--- config.mk ---
export PLATFORM = sky130hd
export DESIGN_NAME = spike_window_decoder
export DESIGN_NICKNAME = d
export VERILOG_FILES = /design/src/rtl/spike_window_decoder.sv
export SDC_FILE = /design/constraint.sdc
export NUM_CORES = 1
export LEC_CHECK = 0
export CAP_MARGIN = 20
export CORE_MARGIN = 8
export CORE_UTILIZATION = 37
export CTS_BUF_LIST = sky130_fd_sc_hd__clkbuf_8
export DETAILED_ROUTE_END_ITERATION = 16
export SKIP_CTS_REPAIR_TIMING = 1
export SYNTH_ARGS = -nofsm -noshare
export SYNTH_HDL_FRONTEND = slang
export SYNTH_SLANG_ARGS = --single-unit
export TNS_END_PERCENT = 1
--- constraint.sdc ---
create_clock -name clk -period 3.5 [get_ports clk]
set_input_delay 1.05 -clock clk [delete_from_list [all_inputs] [get_ports clk]]
set_output_delay 1.05 -clock clk [all_outputs]
set_load 0.05 [all_outputs]
--- src/rtl/spike_window_decoder.sv ---
// spike_window_decoder
// Rate-coded output stage for the spiking pipeline. Counts spikes per neuron
// over a fixed window of WINDOW_CYCLES samples. It then scans the counts one
// neuron per cycle to find the most active neuron. The lowest index wins a tie.
// The result is offered with a valid/ready handshake.
//
// Ports:
//   clk          system clock, rising edge
//   rst          asynchronous active-low reset
//   start        request a new window (taken only when idle)
//   spike_in     per-neuron spike inputs, sampled while counting
//   result_ready consumer accepts the result while result_valid is high
//   busy         window in progress or result pending
//   result_valid result available
//   winner_idx   index of the most active neuron
//   winner_count spike count of the winner
//   no_spike     every neuron counted zero spikes
//   counts_flat  neuron i count in bits [i*CNT_WIDTH +: CNT_WIDTH]
module spike_window_decoder #(
    parameter int NUM_NEURONS   = 2,
    parameter int WINDOW_CYCLES = 100,
    parameter int CNT_WIDTH     = 8,
    parameter int IDX_WIDTH     = 1
) (
    input  logic                             clk,
    input  logic                             rst,
    input  logic                             start,
    input  logic [NUM_NEURONS-1:0]           spike_in,
    input  logic                             result_ready,
    output logic                             busy,
    output logic                             result_valid,
    output logic [IDX_WIDTH-1:0]             winner_idx,
    output logic [CNT_WIDTH-1:0]             winner_count,
    output logic                             no_spike,
    output logic [NUM_NEURONS*CNT_WIDTH-1:0] counts_flat
);

    // The window counter runs 0..WINDOW_CYCLES-1
    localparam int WIN_W = (WINDOW_CYCLES > 1) ? $clog2(WINDOW_CYCLES) : 1;
    localparam logic [WIN_W-1:0]     WIN_LAST  = WIN_W'(WINDOW_CYCLES - 1);
    localparam logic [IDX_WIDTH-1:0] SCAN_LAST = IDX_WIDTH'(NUM_NEURONS - 1);
    localparam logic [CNT_WIDTH-1:0] CNT_MAX   = {CNT_WIDTH{1'b1}};

    typedef enum logic [1:0] {
        ST_IDLE    = 2'd0,
        ST_COUNT   = 2'd1,
        ST_COMPARE = 2'd2,
        ST_HOLD    = 2'd3
    } state_t;

    state_t                 state_r;
    state_t                 state_nxt_s;
    logic [CNT_WIDTH-1:0]   cnt_r [NUM_NEURONS];
    logic [WIN_W-1:0]       win_cnt_r;
    logic [IDX_WIDTH-1:0]   scan_idx_r;
    logic [IDX_WIDTH-1:0]   winner_idx_r;
    logic [CNT_WIDTH-1:0]   winner_count_r;
    logic                   no_spike_r;
    logic                   busy_r;
    logic                   result_valid_r;

    logic                   win_last_s;
    logic                   scan_last_s;
    logic [CNT_WIDTH-1:0]   cand_cnt_s;
    logic                   take_s;
    logic [CNT_WIDTH-1:0]   best_cnt_nxt_s;

    // Saturating increment: a full counter stays at its maximum and never wraps
    function automatic logic [CNT_WIDTH-1:0] sat_inc(input logic [CNT_WIDTH-1:0] v,
                                                     input logic en);
        logic [CNT_WIDTH-1:0] r;
        if (en && (v != CNT_MAX)) begin
            r = v + CNT_WIDTH'(1);
        end else begin
            r = v;
        end
        return r;
    endfunction

    // Scan helpers: end-of-window, end-of-scan, and the running-best update
    always_comb begin
        win_last_s     = (win_cnt_r == WIN_LAST);
        scan_last_s    = (scan_idx_r == SCAN_LAST);
        cand_cnt_s     = cnt_r[scan_idx_r];
        // A strict compare keeps the earlier (lower) index when counts tie
        take_s         = (cand_cnt_s > winner_count_r);
        if (take_s) begin
            best_cnt_nxt_s = cand_cnt_s;
        end else begin
            best_cnt_nxt_s = winner_count_r;
        end
    end

    // Next-state logic of the window FSM
    always_comb begin
        state_nxt_s = state_r;
        case (state_r)
            ST_IDLE: begin
                if (start) begin
                    state_nxt_s = ST_COUNT;
                end else begin
                    state_nxt_s = ST_IDLE;
                end
            end
            ST_COUNT: begin
                if (win_last_s) begin
                    state_nxt_s = ST_COMPARE;
                end else begin
                    state_nxt_s = ST_COUNT;
                end
            end
            ST_COMPARE: begin
                if (scan_last_s) begin
                    state_nxt_s = ST_HOLD;
                end else begin
                    state_nxt_s = ST_COMPARE;
                end
            end
            ST_HOLD: begin
                if (result_ready) begin
                    state_nxt_s = ST_IDLE;
                end else begin
                    state_nxt_s = ST_HOLD;
                end
            end
            default: state_nxt_s = ST_IDLE;
        endcase
    end

    // State register, plus the status flags registered from the next state
    always_ff @(posedge clk or negedge rst) begin
        if (!rst) begin
            state_r        <= ST_IDLE;
            busy_r         <= 1'b0;
            result_valid_r <= 1'b0;
        end else begin
            state_r        <= state_nxt_s;
            busy_r         <= (state_nxt_s != ST_IDLE);
            result_valid_r <= (state_nxt_s == ST_HOLD);
        end
    end

    // Datapath: spike counters, window counter, scan index and running best
    always_ff @(posedge clk or negedge rst) begin
        if (!rst) begin
            for (int i = 0; i < NUM_NEURONS; i++) begin
                cnt_r[i] <= {CNT_WIDTH{1'b0}};
            end
            win_cnt_r      <= {WIN_W{1'b0}};
            scan_idx_r     <= {IDX_WIDTH{1'b0}};
            winner_idx_r   <= {IDX_WIDTH{1'b0}};
            winner_count_r <= {CNT_WIDTH{1'b0}};
            no_spike_r     <= 1'b0;
        end else begin
            case (state_r)
                ST_IDLE: begin
                    if (start) begin
                        for (int i = 0; i < NUM_NEURONS; i++) begin
                            cnt_r[i] <= {CNT_WIDTH{1'b0}};
                        end
                        win_cnt_r      <= {WIN_W{1'b0}};
                        scan_idx_r     <= {IDX_WIDTH{1'b0}};
                        winner_idx_r   <= {IDX_WIDTH{1'b0}};
                        winner_count_r <= {CNT_WIDTH{1'b0}};
                        no_spike_r     <= 1'b0;
                    end
                end
                ST_COUNT: begin
                    for (int i = 0; i < NUM_NEURONS; i++) begin
                        cnt_r[i] <= sat_inc(cnt_r[i], spike_in[i]);
                    end
                    win_cnt_r <= win_cnt_r + WIN_W'(1);
                    if (win_last_s) begin
                        scan_idx_r     <= {IDX_WIDTH{1'b0}};
                        winner_idx_r   <= {IDX_WIDTH{1'b0}};
                        winner_count_r <= {CNT_WIDTH{1'b0}};
                    end
                end
                ST_COMPARE: begin
                    if (take_s) begin
                        winner_idx_r <= scan_idx_r;
                    end
                    winner_count_r <= best_cnt_nxt_s;
                    if (scan_last_s) begin
                        scan_idx_r <= {IDX_WIDTH{1'b0}};
                        no_spike_r <= (best_cnt_nxt_s == {CNT_WIDTH{1'b0}});
                    end else begin
                        scan_idx_r <= scan_idx_r + IDX_WIDTH'(1);
                    end
                end
                ST_HOLD: begin
                    // Result is frozen until the consumer takes it
                end
                default: begin
                    win_cnt_r <= {WIN_W{1'b0}};
                end
            endcase
        end
    end

    genvar g;
    generate
        for (g = 0; g < NUM_NEURONS; g++) begin : g_flat
            assign counts_flat[g*CNT_WIDTH +: CNT_WIDTH] = cnt_r[g];
        end
    endgenerate

    assign busy         = busy_r;
    assign result_valid = result_valid_r;
    assign winner_idx   = winner_idx_r;
    assign winner_count = winner_count_r;
    assign no_spike     = no_spike_r;

endmodule

==> results.tsv, run 1 <==
metric	value	unit
slowest CP cell	clkdlybuf4s50_1	
GRT Max-Usage Layer	met2	
Top cells by area	dfrtp_1 44%, ha_1 6.4%, mux2i_1 5.6%	
Synth top cell by count	dfrtp_1	
Syn Area/Cell	9.998	um2
nets	267	
Setup crit start	counts_flat[9]$_DFFE_PN0P_	
fin. max-slew vios	0	
r2r startpoint	scan_idx_r$_DFFE_PN0P_	
drt total wl	5.196	mm
critical path required time	2.45	ns
DR vias	1693	
dpl cells	315	
row count	27	
die area	8472	um2
clk_skew	0.008273	ns
Combinational Power Share	43.8	%
clock-cell share of area	4.121	%
largest area contributor in the synthesized netlist	dfrtp_1	
Worst-Margin Slew	0.8676	ns
top logic cells by instance count in the layout	38 x dfrtp_1, 32 x clkdlybuf4s50_1, 23 x nand2_1, 17 x inv_1	
First-pass DRT Iterations	4	
CP endpoint	counts_flat[9]	
Commonest Layout Cell	dfrtp_1	
routability cong.	0.8464	
Synth top area share	44.44	%
vias in the first global route	1759	
clock tree sinks	38	
worst-case reg-to-reg path depth	8	
gate count of the mapped netlist	214	
total power draw	1.916	mW
Net Sw Frac	44.28	%
CTS tree	done	
synthesis area per yosys	2140	um2
Largest delay share family, worst path	buffers and inverters	
Critical Path AT	1.65	ns
floorplan utilization	38.62	%
# Taps	72	
Final Worst Setup Slack	0.7980	ns
H-tree levels	2	
PD cells	725.4	nW/um2
internal power	1.067	mW
Logic Gate Count	153	
top cells by count, synth	38 x dfrtp_1, 23 x nand2_1, 17 x inv_1	
final-layout clock buffer total	5	
fraction of registers with async set/reset	100.0	%
Final ANT Viol Nets	0	
ys flops	38	
Setup TNS Final	0	ns
worst hold slack	0.4902	ns
clock network fraction of design power	19.4	%
Clk Latency, worst-skew pair	0.29	ns
Hold Path Stages	1	
dpl ws	0.8203	ns
Hold Vio Cnt, Final	0	
Seq power	0.704	mW
met3 WL post-DR	237	um
DR WL/cell	16.09	um
Sw Pwr	0.8484	mW
RSZ-0062 raised after global routing	false	
final setup vio count	0	
max cap viols	0	
met3 Track Usage GR	3.423	%
crit path kind	register to primary output	
Tool Warnings	26	
Syn Nets	231	
initial antenna violation count	0	
P_leak	1.161	nW
GR Util met1	16.81	%
top cell category	logic gates	
met2 WL	2.383	mm
Buf/Inv on CP	1	
status	complete, no violations	
Sequential cell area	950.9	um2
Synth warnings	0	
crit path capture type	primary output	
layout cells sized above 1	8.367	%
Seq area share	36.00	%
Gate Area	1087	um2
Seq share, synth	44.44	%
CP max FO	6	
met1 wire length	2.504	mm
Peak Freq	370.1	MHz
logic share of the area	41.17	%
highest routed layer	met4	
run 1: logic make-up (layout without fill, tap and decap cells):
logic type / after synthesis / in the layout / synth area share, %
DFF: 38 / 38 / 44.44
xor gates and xnor gates: 9 / 9 / 3.684
AOI/OAI and AO/OA: 42 / 42 / 15.56
muxes: 12 / 12 / 5.614
buffers and inverters: 23 / 60 / 4.737
adders and majority gates: 11 / 11 / 6.433
and+or+nand+nor: 79 / 79 / 19.53
run 1: worst register-to-register path, cell delays in order (launching register included):
cell	delay [ns]
dfrtp_1	0.72
mux2i_1	0.29
inv_1	0.06
ha_1	0.28
nor2b_1	0.13
o211ai_1	0.15
a21oi_1	0.13
o31ai_2	0.66
o2bb2ai_1	0.19
Run 1, nets reached from selected ports:
Scale bar: 20 um.
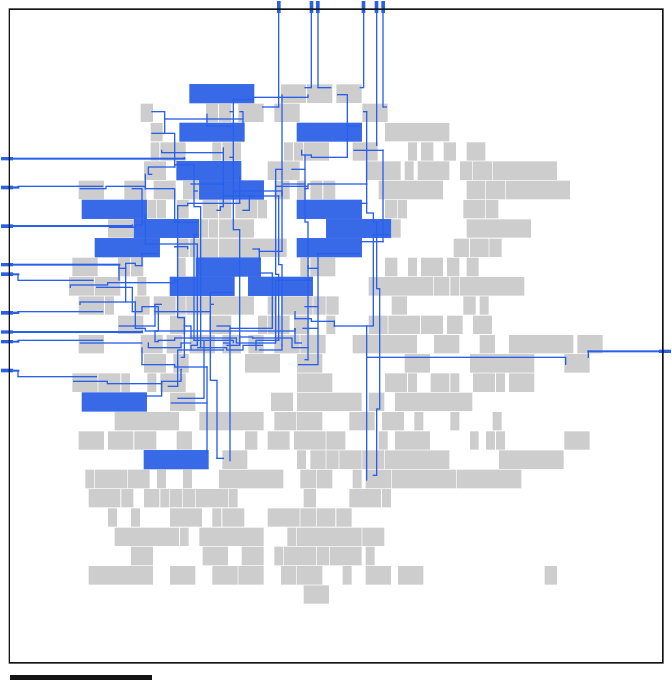
[`counts_flat`] blue | bits: 16 | direction: output | end cells: 16 | buffers: 16 | wire: 1170 um
Port Buffers: 33
I/O pins: 34

Run 1, cell outlines without signal wires:
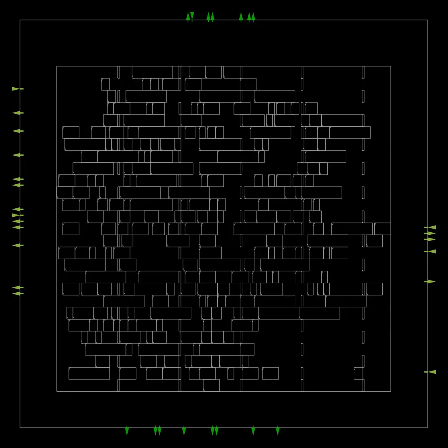
Non-Filler Instances: 323
flip-flops: 38
fin util: 47.67%
core area: 5540 um2

Run 1, PDN straps and rails:
Scale bar: 20 um. Pins as bars on the die edge. Tap cells in grey.
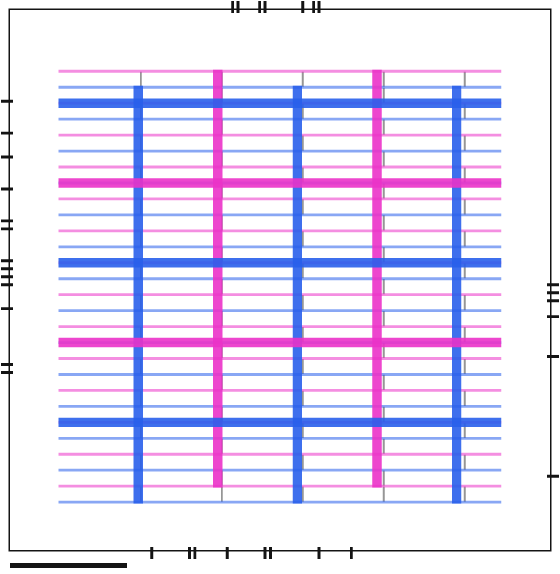
[VSS] blue
[VDD] magenta
met5 straps: 5
met1 rails: 28
die width: 92.05 um
worst vdd ir: 0.0003249 V

==> run 1 -> run 2 <==
- clock period: 3.5 -> 2.6 ns (I/O delays scaled with it)
==> run 2 against run 1 <==
  * Clock power increased by 67%
  * Register-to-register slack worse by 0.65 ns
  * Clock-buffer cell count rose by 1
  * Sequential share of layout area shrank 1.8 points
  * Critical path type is now register to register
  * Largest cell class unchanged
==> results.tsv, run 2 <==
metric	value	unit
status	complete, no violations	
P_leak	1.234	nW
Combinational Power Share	44.4	%
die width	92.05	um
logic share of the area	39.44	%
Seq power	0.917	mW
Synth top area share	44.44	%
Port Buffers	33	
Largest delay share family, worst path	AND-OR/OR-AND gates	
vias in the first global route	1809	
Final Worst Setup Slack	0.1525	ns
DR WL/cell	15.81	um
fin. max-slew vios	0	
Setup TNS Final	0	ns
Commonest Layout Cell	dfrtp_1	
GR Util met1	16.45	%
highest routed layer	met4	
slowest CP cell	dfrtp_1	
crit path capture type	register	
met1 wire length	2.498	mm
met3 Track Usage GR	3.830	%
Buf/Inv on CP	2	
Post-synth mux share	5.614	%
Top logic family	simple AND/OR/NAND/NOR gates	
# Taps	72	
clk_skew	0.008633	ns
row count	27	
Top cells by area	dfrtp_1 44%, ha_1 6.4%, mux2i_1 5.6%	
Non-Filler Instances	334	
Clk Latency, worst-skew pair	0.30	ns
RSZ-0062 raised after global routing	false	
PD cells	997.1	nW/um2
final setup vio count	0	
top cells by count, synth	38 x dfrtp_1, 23 x nand2_1, 17 x inv_1	
Final ANT Viol Nets	0	
aoi share	15.56	%
met3 WL post-DR	264	um
die area	8472	um2
largest area contributor in the synthesized netlist	dfrtp_1	
ys flops	38	
internal power	1.610	mW
fraction of registers with async set/reset	100.0	%
top logic cells by instance count in the layout	38 x dfrtp_1, 32 x clkdlybuf4s50_1, 23 x nand2_1, 17 x inv_1, 13 x nor2_1	
Syn Nets	231	
layout cells sized above 1	12.21	%
total power draw	2.771	mW
synthesis area per yosys	2140	um2
XOR/XNOR Area Share	3.684	%
critical path required time	2.82	ns
routability cong.	0.8166	
clock network fraction of design power	22.5	%
Sw Pwr	1.161	mW
flip-flops	38	
initial antenna violation count	0	
CTS tree	done	
dpl ws	0.1059	ns
Hold Vio Cnt, Final	0	
clock-cell share of area	5.133	%
core area	5540	um2
floorplan utilization	38.62	%
First-pass DRT Iterations	6	
I/O pins	34	
final-layout clock buffer total	6	
clock tree sinks	38	
drt total wl	5.281	mm
Gate Area	1096	um2
Worst-Margin Slew	0.5097	ns
GRT Max-Usage Layer	met2	
Synth warnings	0	
nets	278	
## run 2: path summary, 6_finish.rpt
kind                       depth (start not counted)  slack, ns                     start                           to
max                                                9       0.15    scan_idx_r$_DFFE_PN0P_  winner_count[0]$_DFFE_PN0P_
min                                                1       0.41                       rst     win_cnt_r[3]$_DFFE_PN0P_
max reg2reg                                        9       0.15    scan_idx_r$_DFFE_PN0P_  winner_count[0]$_DFFE_PN0P_
min reg2reg                                        1       0.49  win_cnt_r[6]$_DFFE_PN0P_     win_cnt_r[6]$_DFFE_PN0P_
max in group asynchronous                          2       1.67                       rst  counts_flat[13]$_DFFE_PN0P_
min in group clk                                   1       0.49  win_cnt_r[6]$_DFFE_PN0P_     win_cnt_r[6]$_DFFE_PN0P_
Run 2, cell classes on the final placement:
Fill, decap, tap and diode cells in grey.
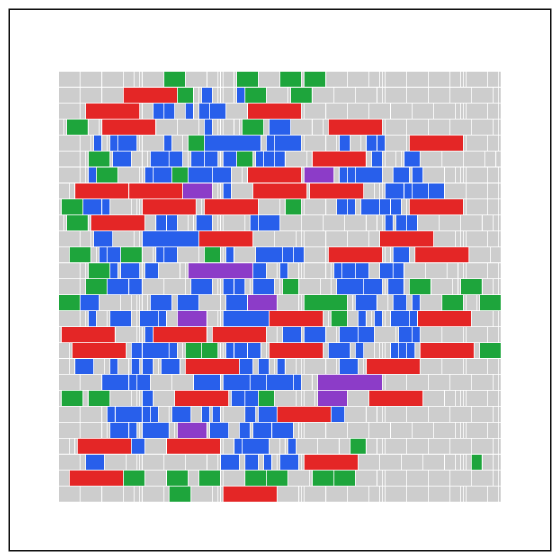
[remaining buffers and delay cells] green | cells: 46
[remaining logic cells] blue | cells: 170
[registers] red | cells: 38
[clock drivers and dummy loads] purple | cells: 8

Run 2, PDN straps and rails:
Scale bar: 20 um. Pins as bars on the die edge. Tap cells in grey.
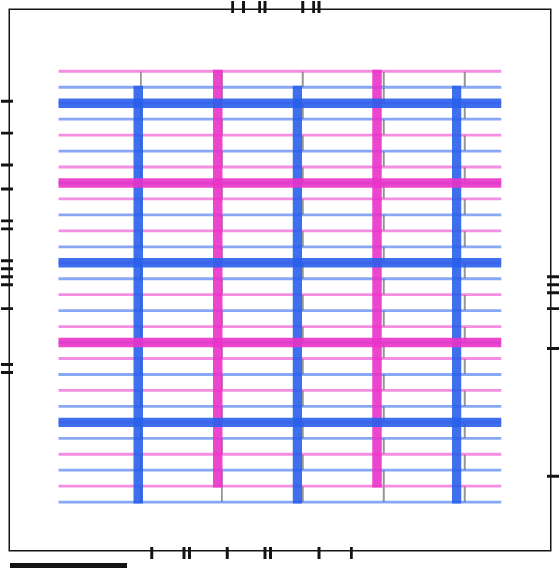
[VDD] magenta
[VSS] blue
signal pins: 34
rows: 27
met5 straps: 5
met4 straps: 5
met1 rails: 28
worst vdd ir: 0.0005421 V
die height: 92.05 um

==> run 2 -> run 3 <==
- GPL_TIMING_DRIVEN: default -> 0
==> run 3 against run 2 <==
  * Cell count down 1.8%
  * Flip-flop count unchanged
  * Clock-buffer cell count unchanged
  * Hold slack better by 0.091 ns
  * Global-route usage down 0.37 points
  * Via count up 0.64%
==> results.tsv, run 3 <==
metric	value	unit
top cells by count, synth	38 x dfrtp_1, 23 x nand2_1, 17 x inv_1	
CTS tree	done	
Endpoint, Worst Hold	win_cnt_r[6]$_DFFE_PN0P_	
min-delay src	win_cnt_r[6]$_DFFE_PN0P_	
Synth top area share	44.44	%
Hold Crit Class	register to register	
CP endpoint	counts_flat[11]	
largest area contributor in the synthesized netlist	dfrtp_1	
Buf/Inv on CP	1	
worst r2r dst	winner_count[7]$_DFFE_PN0P_	
clock tree sinks	38	
Seq share, synth	44.44	%
global-route wire length before repair	8.721	mm
r2r startpoint	scan_idx_r$_DFFE_PN0P_	
Synth Area in Simple Gates	19.53	%
CP Depth	1	
Final Worst Setup Slack	0.1401	ns
Critical Path AT	1.68	ns
Via density	5.311	
Port Buffers	33	
fraction of registers with async set/reset	100.0	%
DR iter-0 viols	94	
floorplan utilization	38.62	%
Setup TNS Final	0	ns
reg2reg setup slack	0.14	ns
Root Driver	clkbuf_8	
First-pass DRT Iterations	4	
Post-synth mux share	5.614	%
die area	8472	um2
worst-case reg-to-reg path depth	9	
Clk Latency, worst-skew pair	0.29	ns
vias in the first global route	1770	
routability cong.	0.7941	
I/O pins	34	
Largest delay share family, worst path	buffers and inverters	
Syn Area/Cell	9.998	um2
core area	5540	um2
die width	92.05	um
top logic cells by instance count in the layout	37 x dfrtp_1, 32 x clkdlybuf4s50_1, 23 x nand2_1, 18 x inv_1	
final setup vio count	0	
dpl cells	319	
Worst-Margin Slew	0.8857	ns
Synth cell types	41	
die height	92.05	um
worst vdd ir	0.0004095	V
DR vias	1742	
Yosys Instances	214	
nets	272	
initial antenna violation count	0	
Clock transition at path regs	0.07	ns
layout cells sized above 1	12.11	%
status	complete, no violations	
Tool Warnings	26	
gate count of the mapped netlist	214	
Top logic family	simple AND/OR/NAND/NOR gates	
Final ANT Viol Nets	0	
aoi share	15.56	%
synthesis area per yosys	2140	um2
slowest CP cell	clkdlybuf4s50_1	
clk_skew	0.01111	ns
Hold Path Stages	1	
Syn Nets	231	
Top cells by area	dfrtp_1 44%, ha_1 6.4%, mux2i_1 5.6%	
total power draw	2.562	mW
worst hold slack	0.4979	ns
XOR/XNOR Area Share	3.684	%
ys flops	38	
crit path capture type	primary output	
P_leak	1.190	nW
PD cells	936.6	nW/um2
Setup crit start	counts_flat[11]$_DFFE_PN0P_	
fin. max-slew vios	0	
Hold Vio Cnt, Final	0	
max cap viols	0	
Non-Filler Instances	328	
adder share	6.433	%
CP max FO	7	
dpl ws	-0.5011	ns
Synth top cell by count	dfrtp_1	
drt drc	0	
Peak Freq	406.5	MHz
critical path required time	1.82	ns
Commonest Layout Cell	dfrtp_1	
crit path kind	register to primary output	
Synth warnings	0	
H-tree levels	2	
-- run 3: cell type report --
cell class,count,area (um2)
sequential,38,952.2
inverter,17,63.81
multi-input combinational,153,1147
clock inverter,2,8.758
tap,72,90.09
fill,537,2805
timing repair buffer,35,340.3
buffer,5,50.05
clock buffer,6,82.58
-- run 3: metal layers --
layer  part of all wire [%]  wire length, um  vias to the layer above  track usage (%)
met5                      0                0                        -                0
met4                    2.0              102                        0            5.369
met3                    4.0              208                        9            3.097
met2                     46             2357                       36            19.73
met1                     48             2511                      839            16.56
li1                       -                -                      858                -
-- run 3: report_power, final --
group,internal (mW),switching [mW],total (mW)
Clock,0.210,0.207,0.417
Sequential,0.734,0.208,0.942
Combinational,0.451,0.751,1.20
Run 3, routed metal per tile:
18 x 18 tiles, from dark blue (low) to red (high), scaled to the fullest tile. Values are wire area over tile area, all layers added.
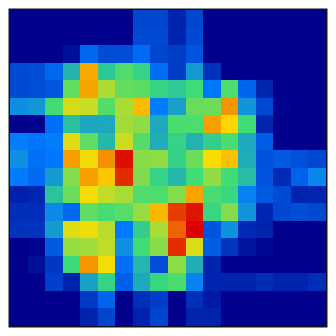
densest ninth of the die: centre
tiles over half the peak: 25%
nearly empty tiles: 31%
fullest tile: 0.36
DR WL/cell: 15.79 um
Total GRT Usage: 12.76%
drt total wl: 5.179 mm

Run 3, cell classes on the final placement:
Fill, decap, tap and diode cells in grey.
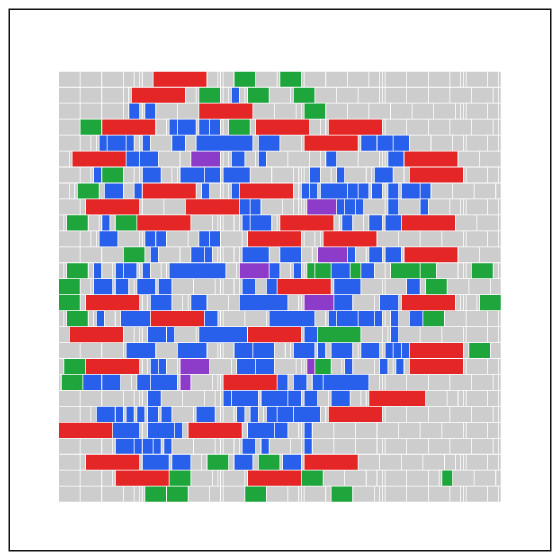
[remaining buffers and delay cells] green | cells: 40
[clock drivers and dummy loads] purple | cells: 8
[registers] red | cells: 38
[remaining logic cells] blue | cells: 170
fin util: 49.37%
Seq area share: 34.81%
row count: 27
Finished Cell Area: 2735 um2

No activity file was given, so power comes from the tool's default toggle rates.
